==> src/rtl/pc_fetch_pkg.sv <==
// Shared definitions for the fetch-stage sequencer: PC width, default start
// address and the four-state FSM encoding.
package pc_fetch_pkg;

  localparam int PC_W = 16;

  localparam logic [PC_W-1:0] DEFAULT_START_ADDR = 16'h0000;

  typedef enum logic [1:0] {
    ST_IDLE   = 2'd0,
    ST_FETCH  = 2'd1,
    ST_ISSUE  = 2'd2,
    ST_HALTED = 2'd3
  } fetch_state_e;

endpackage

==> src/rtl/fetch_timeout_counter.sv <==
// Cycle counter for an outstanding instruction fetch. terminal is high on the
// TIMEOUT_CYCLES-th consecutive enabled cycle since the last clear.
module fetch_timeout_counter #(
  parameter int TIMEOUT_CYCLES = 64
) (
  input  logic clk,
  input  logic reset,
  input  logic enable,
  input  logic clear,
  output logic terminal
);

  localparam int CNT_W = $clog2(TIMEOUT_CYCLES + 1);
  localparam logic [CNT_W-1:0] LAST = CNT_W'(TIMEOUT_CYCLES - 1);

  logic [CNT_W-1:0] count;

  // Count enabled cycles, saturating at the terminal value; clear wins.
  always_ff @(posedge clk or negedge reset) begin
    if (!reset) begin
      count <= '0;
    end else if (clear) begin
      count <= '0;
    end else if (enable && (count != LAST)) begin
      count <= count + 1'b1;
    end
  end

  assign terminal = enable && (count == LAST);

endmodule

==> src/rtl/pc_fetch_sequencer.sv <==
// Fetch-stage controller: drives reg_pc, fetches from instruction memory over
// req/ack and hands each instruction to decode over valid/ready.
// Optional fetch timeout is enabled by defining PC_FETCH_TIMEOUT_EN.
//
// Handshakes: imem_req/imem_addr are held stable until imem_ack is sampled
// high (never withdrawn early, except by reset or timeout). instr/instr_valid
// are held stable until instr_ready is sampled high; a transfer happens on
// the cycle where both are high.
module pc_fetch_sequencer
  import pc_fetch_pkg::*;
#(
  parameter logic [PC_W-1:0] START_ADDR     = DEFAULT_START_ADDR,
  parameter int              INSTR_W        = 16,
  parameter int              TIMEOUT_CYCLES = 64
) (
  input  logic               clk,
  input  logic               reset,
  input  logic               start,
  input  logic [PC_W-1:0]    pc_value,
  output logic               pc_inc,
  output logic               pc_load,
  output logic [PC_W-1:0]    pc_load_value,
  output logic               imem_req,
  output logic [PC_W-1:0]    imem_addr,
  input  logic               imem_ack,
  input  logic [INSTR_W-1:0] imem_rdata,
  output logic [INSTR_W-1:0] instr,
  output logic               instr_valid,
  input  logic               instr_ready,
  input  logic               branch_take,
  input  logic [PC_W-1:0]    branch_target,
  input  logic               halt,
  output logic               halted,
  output logic               fetch_err,
  output fetch_state_e       state_dbg
);

  fetch_state_e        state, state_nxt;
  logic                req_nxt, valid_nxt, halted_nxt, err_nxt;
  logic [PC_W-1:0]     addr_nxt;
  logic [INSTR_W-1:0]  instr_nxt;
  logic                inc_c, load_c;
  logic [PC_W-1:0]     load_val_c;
  logic                timeout_hit;

`ifdef PC_FETCH_TIMEOUT_EN
  logic cnt_clear;
  logic cnt_enable;

  assign cnt_enable = (state == ST_FETCH);
  assign cnt_clear  = (state_nxt == ST_FETCH) && (state != ST_FETCH);

  fetch_timeout_counter #(
    .TIMEOUT_CYCLES(TIMEOUT_CYCLES)
  ) u_timeout (
    .clk      (clk),
    .reset    (reset),
    .enable   (cnt_enable),
    .clear    (cnt_clear),
    .terminal (timeout_hit)
  );
`else
  assign timeout_hit = 1'b0;
`endif

  // Next-state and next-output logic; Mealy PC controls are decided here too.
  always_comb begin
    state_nxt  = state;
    req_nxt    = imem_req;
    addr_nxt   = imem_addr;
    instr_nxt  = instr;
    valid_nxt  = instr_valid;
    halted_nxt = halted;
    err_nxt    = fetch_err;
    inc_c      = 1'b0;
    load_c     = 1'b0;
    load_val_c = '0;
    case (state)
      ST_IDLE, ST_HALTED: begin
        if (!halt && start) begin
          load_c     = 1'b1;
          load_val_c = START_ADDR;
          addr_nxt   = START_ADDR;
          req_nxt    = 1'b1;
          halted_nxt = 1'b0;
          state_nxt  = ST_FETCH;
        end
      end
      ST_FETCH: begin
        if (imem_ack) begin
          inc_c   = 1'b1;
          req_nxt = 1'b0;
          if (halt) begin
            halted_nxt = 1'b1;
            state_nxt  = ST_HALTED;
          end else begin
            instr_nxt = imem_rdata;
            valid_nxt = 1'b1;
            state_nxt = ST_ISSUE;
          end
        end else if (timeout_hit) begin
          req_nxt    = 1'b0;
          err_nxt    = 1'b1;
          halted_nxt = 1'b1;
          state_nxt  = ST_HALTED;
        end
      end
      ST_ISSUE: begin
        if (halt) begin
          valid_nxt  = 1'b0;
          halted_nxt = 1'b1;
          state_nxt  = ST_HALTED;
        end else if (instr_ready) begin
          valid_nxt = 1'b0;
          req_nxt   = 1'b1;
          state_nxt = ST_FETCH;
          // reg_pc was incremented on the ack edge, so pc_value already
          // points at the next sequential instruction.
          if (branch_take) begin
            load_c     = 1'b1;
            load_val_c = branch_target;
            addr_nxt   = branch_target;
          end else begin
            addr_nxt = pc_value;
          end
        end
      end
      default: state_nxt = ST_IDLE;
    endcase
  end

  // State and registered outputs.
  always_ff @(posedge clk or negedge reset) begin
    if (!reset) begin
      state       <= ST_IDLE;
      imem_req    <= 1'b0;
      imem_addr   <= '0;
      instr       <= '0;
      instr_valid <= 1'b0;
      halted      <= 1'b0;
      fetch_err   <= 1'b0;
    end else begin
      state       <= state_nxt;
      imem_req    <= req_nxt;
      imem_addr   <= addr_nxt;
      instr       <= instr_nxt;
      instr_valid <= valid_nxt;
      halted      <= halted_nxt;
      fetch_err   <= err_nxt;
    end
  end

  // Mealy PC controls are forced low while reset is asserted.
  assign pc_inc        = inc_c & reset;
  assign pc_load       = load_c & reset;
  assign pc_load_value = reset ? load_val_c : '0;
  assign state_dbg     = state;

endmodule

==> config.mk <==
export PLATFORM = sky130hd
export DESIGN_NAME = pc_fetch_sequencer
export DESIGN_NICKNAME = d
export VERILOG_FILES = /design/src/rtl/pc_fetch_pkg.sv /design/src/rtl/fetch_timeout_counter.sv /design/src/rtl/pc_fetch_sequencer.sv
export SDC_FILE = /design/constraint.sdc
export NUM_CORES = 1
export LEC_CHECK = 0
export ABC_AREA = 1
export CORE_MARGIN = 2
export CORE_UTILIZATION = 39
export DETAILED_ROUTE_END_ITERATION = 7
export PLACE_DENSITY_LB_ADDON = 0.2
export SKIP_LAST_GASP = 1
export SLEW_MARGIN = 10
export SYNTH_ARGS = -nofsm -noshare
export SYNTH_HDL_FRONTEND = slang
export SYNTH_SLANG_ARGS = --single-unit
==> constraint.sdc <==
create_clock -name clk -period 2.2 [get_ports clk]
set_input_delay 0.66 -clock clk [delete_from_list [all_inputs] [get_ports clk]]
set_output_delay 0.66 -clock clk [all_outputs]
set_load 0.02 [all_outputs]
run_1/drive_strength.png
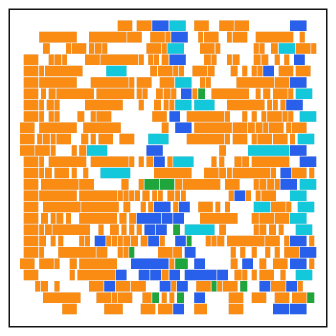
- cyan: drive 6 and up (cells 23)
- green: drive 2 (cells 12)
- blue: drive 3 to 4 (cells 50)
- orange: drive 1 or less (cells 329)
Area Growth Syn to Fin: 79.0%
setup slack after layout: -9.98 ps
total non-filler cell area in the finished layout: 3610 µm²
Plain + repair buffers: 140

run_1/met2.png
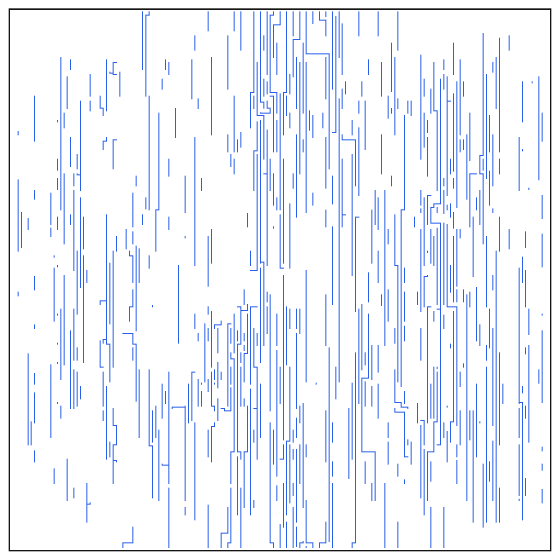
- share of all routed wire: 50%
- main direction: vertical
- wire length on this layer: 3180 µm
- longest straight run: 39.8 µm
- nets with wire on the layer: 378
met2 demand-to-capacity share in global routing: 0.394
via count: 2229
post-detailed-routing wire length: 6300 µm

run_1/met1.png
Scale bar: 20 µm. Cells faint in the background.
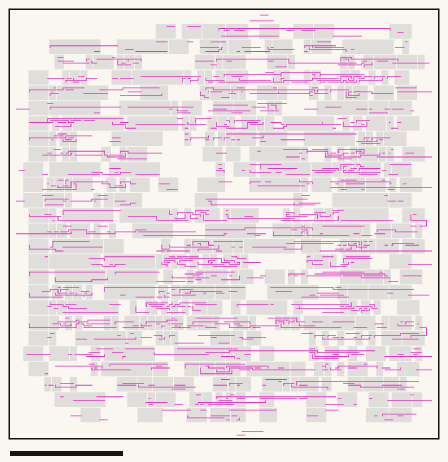
- wire length on this layer: 2520 µm
- longest straight run: 30.4 µm
- share of all routed wire: 40%

==> impl_metrics.csv, run 1 <==
group,metric,value,unit
timing,fin_skew,4.79,ps
global_route,grt_overflow,0,
logic_synthesis,largest_area_cell,"sky130_fd_sc_hd__dfrtp_1",
detailed_routing,first_iter_violations,108,
timing,whs,464,ps
timing,setup_tns,-9.98,ps
cells_and_area,antenna_cells,0,
cells_and_area,drive_above_1_share,0.205,
logic_synthesis,ys_sh_simple,0.304,
floorplanning,die-area,5760,µm²
pwr,power.sequential.total,1140,µW
detailed_routing,detail_route.wirelength.met1,2520,µm
pwr,power.share.sequential,0.315,
global_route,antenna_violations_before_repair,0,
worst_setup_path,worstSetupStartpointType,"input port",
timing,timing.final.ws_setup,-9.98,ps
place,placed_area,3350,µm²
worst_setup_path,setup_crit_end,"pc_load_value[1]",
pwr,power_density,1010,nW/µm²
floorplanning,die_h,75.9,µm
pwr,max-vdd-ir-drop,0.000644,V
cells_and_area,fin_util,0.715,
logic_synthesis,synth_top_flop_cell,"sky130_fd_sc_hd__dfrtp_1",
floorplanning,io_pins,111,
worst_setup_path,cpPeakStageDelay,240,ps
worst_setup_path,crit_path_cell_trace,"clkdlybuf4s15_1, nand4_4, buf_4, nor2_1, buf_4",
timing,min_period,2210,ps
timing,timing.final.hold_violations,0,
cells_and_area,area_dominant_class,"non-clock buffers",
logic_synthesis,syn-mean-instance-area,7.19,µm²
timing,min_period_over_period,1.00,
floorplanning,std_cell_rows,26,
timing,tightestPinTransition,601,ps
pwr,combPwrFrac,0.562,
flow_run,drv.max_cap_violation_count,0,
cells_and_area,logic_area,987,µm²
logic_synthesis,yosys-dominant-comb-family,"simple AND/OR/NAND/NOR gates",
worst_setup_path,timing.critical_path.max_delay_family,"buffers and inverters",
global_route,grt_pass1_vias,2094,
timing,final-setup-viol-count,1,
worst_setup_path,critical_path_depth,5,
detailed_routing,drt-wirelength-per-cell,13.0,µm
global_route,met3_usage,0.0582,
logic_synthesis,yosys_cells,280,
logic_synthesis,synth_compound_gate_area_share,0.104,
logic_synthesis,synthTopCellsByArea,"sky130_fd_sc_hd__dfrtp_1, sky130_fd_sc_hd__nand2_1, sky130_fd_sc_hd__nor2_1",
clock_tree,h-tree-depth,2,
cells_and_area,number_of_logic_gates,186,
status,status,"finished with violations",
pwr,p_int,2130,µW
worst_setup_path,cp_data_arrival_time,1550,ps
cells_and_area,layout.buffer.nonclock.area_share,0.378,
worst_setup_path,path_max_fanout,4,
status,violations_in_the_final_reports,"negative setup slack",
detailed_routing,wl_met3,565,µm
clock_tree,post_cts_buffers,1,
clock_tree,clock-root-buffer,"sky130_fd_sc_hd__clkbuf_8",
logic_synthesis,yosys_area,2010,µm²
logic_synthesis,yosysSeqAreaShare,0.460,
pwr,totalPowerFinal,3630,µW
pwr,switching_power,1500,µW
detailed_routing,route.antenna.remaining_nets,0,
cells_and_area,num-nonclk-inverters,43,
cells_and_area,final_layout_top_logic_cell,"sky130_fd_sc_hd__clkdlybuf4s50_1",
pwr,powerComb,2040,µW
clock_tree,cts_tree,"done",
cells_and_area,design.seq.count,37,
floorplanning,floorplan.core_area,5040,µm²
cells_and_area,clock_buffers,6,
global_route,largest_net_degree_at_the_start_of_global_routing,34,
cells_and_area,clock_cell_area_share,0.0229,
logic_synthesis,synth_dominant_cell_count,"sky130_fd_sc_hd__nand2_1",
logic_synthesis,synth-adder-area-share,0.0124,
worst_setup_path,ff2ff_setup_slack,470,ps
clock_tree,clock.latency.late_pin,280,ps
pwr,leakage_power_summed_over_all_cells,0.00180,µW
logic_synthesis,ys_async_sr_fraction,1.00,
global_route,groute.layer.met1.usage,0.250,
cells_and_area,most-common-layout-cells,"sky130_fd_sc_hd__clkdlybuf4s50_1, sky130_fd_sc_hd__nand2_1, sky130_fd_sc_hd__inv_1",
pwr,power.clock.total,450,µW
flow_run,warning_count,29,
logic_synthesis,synth-xor-area-share,0,
worst_setup_path,first_element_of_the_critical_path,"instr_ready",
logic_synthesis,syn-instance-count,280,
worst_setup_path,required,1540,ps
clock_tree,clock_tree.buffer_depth,2,
worst_setup_path,worstSetupEndpointType,"primary output",
pwr,power_top_consumer,"combinational cells",
place,worst_slack_placed,-762,ps
timing,timing.slew.headroom,0.599,
pwr,power.switching_fraction,0.412,
floorplanning,floorplan.core_util,0.400,
floorplanning,floorplan.die.width,75.9,µm
clock_tree,cts_hold_buf,0,
clock_tree,cts.sink_count,37,
worst_setup_path,cp_num_buf_inv,3,
cells_and_area,design.final.nets,470,
clock_tree,cts_repair_resize_count,148,
global_route,grt_use_total,0.215,
place,dp_cells,473,
place,gpl.final_weighted_congestion,0.836,
timing,final-max-slew-violation-count,0,
detailed_routing,routed.top_layer,"met4",
cells_and_area,regArea,926,µm²
global_route,grt_pass1_wl,9420,µm
logic_synthesis,synthTopCellsByCount,"sky130_fd_sc_hd__nand2_1, sky130_fd_sc_hd__nor2_1, sky130_fd_sc_hd__inv_1",
cells_and_area,seq_area_frac,0.257,
logic_synthesis,distinct_cell_type_count_of_the_synthesized_netlist,23,
logic_synthesis,synthesized_registers,37,
timing,maxClockFrequency,0.452,GHz
detailed_routing,detail_route.first_pass.iterations,6,
run_1/met3.png
Scale bar: 20 µm.
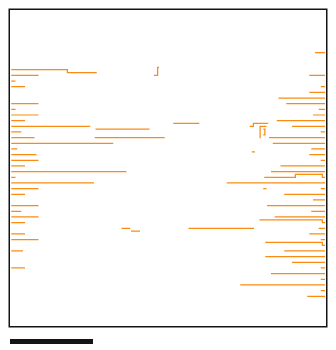

==> run 2, diff against run 1 <==
--- a/config.mk
+++ b/config.mk
@@ -5,7 +5,6 @@
 export SDC_FILE = /design/constraint.sdc
 export NUM_CORES = 1
 export LEC_CHECK = 0
-export ABC_AREA = 1
 export CORE_MARGIN = 2
 export CORE_UTILIZATION = 39
 export DETAILED_ROUTE_END_ITERATION = 7
==> constraint.sdc (replaced) <==
create_clock -name clk -period 2.2 [get_ports clk]
set_input_delay 0.66 -clock clk [delete_from_list [all_inputs] [get_ports clk]]
set_output_delay 0.66 -clock clk [all_outputs]
set_load 0.05 [all_outputs]
run_2/met3.png
Scale bar: 20 µm.
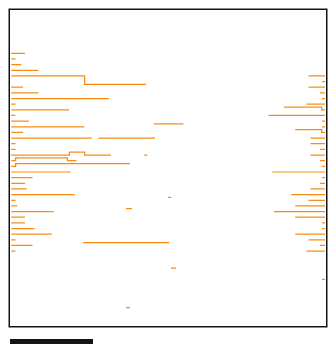
- share of all routed wire: 8.5%
- longest straight run: 27.4 µm

run_2/drive_strength.png
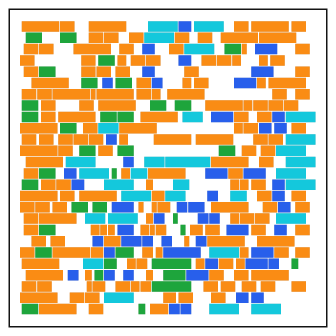
- green: drive 2 (cells 35)
- cyan: drive 6 and up (cells 30)
- orange: drive 1 or less (cells 178)
- blue: drive 3 to 4 (cells 51)

==> run 2 against run 1 <==
The run still ends with negative setup slack left. Clock power up 36%. Critical path depth grew 2. Via count down 21%. Hold slack worse by 170 ps. Power grew 40%. Utilization rose by 1.4 points. Clock-buffer cell count grew 1. Fmax down 3.1%. Sequential share of layout area down 0.42 points. Largest cell class unchanged. Highest routed layer unchanged.
==> impl_metrics.csv, run 2 <==
group,metric,value,unit
worst_setup_path,crit_path_cell_trace,"inv_2, ha_4, nand4b_1, nor2_4, buf_6, and2_4, buf_12",
floorplanning,io_pins,111,
logic_synthesis,synth-adder-area-share,0.0124,
timing,timing.slew.headroom,0.652,
detailed_routing,wl_met3,458,µm
cells_and_area,number_of_logic_gates,115,
logic_synthesis,distinct_cell_type_count_of_the_synthesized_netlist,36,
timing,setup_tns,-1160,ps
cells_and_area,final_layout_top_logic_cell,"sky130_fd_sc_hd__clkdlybuf4s50_1",
timing,timing.final.ws_setup,-81.6,ps
cells_and_area,drive_above_1_share,0.395,
cells_and_area,logic_area,1090,µm²
cells_and_area,area_dominant_class,"non-clock buffers",
global_route,grt_overflow,0,
logic_synthesis,largest_area_cell,"sky130_fd_sc_hd__dfrtp_1",
pwr,power.switching_fraction,0.463,
worst_setup_path,cp_num_buf_inv,3,
cells_and_area,fin_util,0.729,
pwr,switching_power,2350,µW
logic_synthesis,yosys-dominant-comb-family,"multiplexers",
worst_setup_path,ff2ff_setup_slack,440,ps
clock_tree,clock-root-buffer,"sky130_fd_sc_hd__clkbuf_8",
timing,fin_skew,4.64,ps
detailed_routing,detail_route.first_pass.iterations,4,
pwr,powerComb,3240,µW
clock_tree,clock_tree.buffer_depth,2,
logic_synthesis,synth-xor-area-share,0,
worst_setup_path,critical_path_depth,7,
clock_tree,h-tree-depth,2,
cells_and_area,most-common-layout-cells,"sky130_fd_sc_hd__clkdlybuf4s50_1, sky130_fd_sc_hd__dfrtp_1, sky130_fd_sc_hd__mux2_2",
logic_synthesis,synth_dominant_cell_count,"sky130_fd_sc_hd__dfrtp_1",
clock_tree,post_cts_buffers,1,
logic_synthesis,yosys_area,2020,µm²
pwr,power_density,1380,nW/µm²
cells_and_area,layout.buffer.nonclock.area_share,0.391,
cells_and_area,seq_area_frac,0.253,
detailed_routing,drt-wirelength-per-cell,14.9,µm
place,dp_cells,355,
logic_synthesis,synth_compound_gate_area_share,0.0494,
global_route,largest_net_degree_at_the_start_of_global_routing,25,
detailed_routing,first_iter_violations,26,
pwr,power.sequential.total,1220,µW
logic_synthesis,synth_top_flop_cell,"sky130_fd_sc_hd__dfrtp_1",
timing,tightestPinTransition,521,ps
global_route,groute.layer.met1.usage,0.256,
timing,min_period,2280,ps
logic_synthesis,syn-instance-count,167,
cells_and_area,num-nonclk-inverters,5,
floorplanning,floorplan.core_area,5040,µm²
global_route,met3_usage,0.0746,
detailed_routing,route.antenna.remaining_nets,0,
global_route,antenna_violations_before_repair,0,
worst_setup_path,required,1540,ps
floorplanning,floorplan.die.width,76.0,µm
worst_setup_path,worstSetupStartpointType,"register",
logic_synthesis,ys_async_sr_fraction,1.00,
worst_setup_path,cp_data_arrival_time,1620,ps
clock_tree,cts_tree,"done",
logic_synthesis,syn-mean-instance-area,12.1,µm²
timing,final-max-slew-violation-count,0,
floorplanning,floorplan.core_util,0.401,
worst_setup_path,setup_crit_end,"pc_load_value[3]",
logic_synthesis,ys_sh_simple,0.158,
logic_synthesis,yosysSeqAreaShare,0.457,
global_route,grt_pass1_vias,1892,
cells_and_area,design.seq.count,37,
worst_setup_path,timing.critical_path.max_delay_family,"simple AND/OR/NAND/NOR gates",
detailed_routing,routed.top_layer,"met4",
pwr,max-vdd-ir-drop,0.00102,V
pwr,leakage_power_summed_over_all_cells,0.00162,µW
place,gpl.final_weighted_congestion,0.801,
cells_and_area,buffers_excl_clock,129,
timing,whs,299,ps
detailed_routing,detail_route.wirelength.met1,2280,µm
timing,timing.final.hold_violations,0,
flow_run,drv.max_cap_violation_count,0,
status,status,"finished with violations",
worst_setup_path,path_max_fanout,7,
floorplanning,std_cell_rows,26,
clock_tree,cts.sink_count,37,
flow_run,warning_count,30,
pwr,combPwrFrac,0.639,
cells_and_area,area_growth_syn_to_layout,81.6,%
floorplanning,die_h,76.0,µm
cells_and_area,regArea,928,µm²
worst_setup_path,cpPeakStageDelay,420,ps
clock_tree,clock.latency.late_pin,290,ps
worst_setup_path,worstSetupEndpointType,"primary output",
logic_synthesis,yosys_cells,167,
floorplanning,die-area,5780,µm²
timing,maxClockFrequency,0.438,GHz
global_route,grt_pass1_wl,9400,µm
global_route,grt_use_total,0.201,
cells_and_area,design.final.nets,350,
timing,min_period_over_period,1.04,
clock_tree,cts_repair_resize_count,25,
place,worst_slack_placed,-461,ps
timing,final-setup-viol-count,17,
status,violations_in_the_final_reports,"negative setup slack",
worst_setup_path,first_element_of_the_critical_path,"state_dbg[0]",
clock_tree,cts_hold_buf,0,
run_2/met2.png
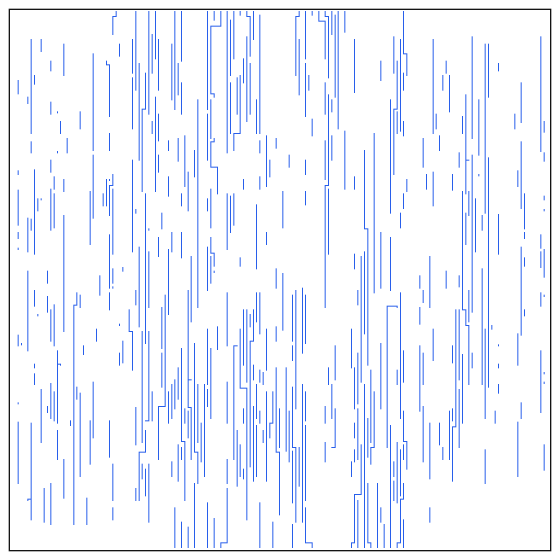
- longest straight run: 32.3 µm
- share of all routed wire: 49%
via count: 1756
post-detailed-routing wire length: 5430 µm
met2 demand-to-capacity share in global routing: 0.327

Power figures rest on the tool's default switching activity, not on a simulated workload.
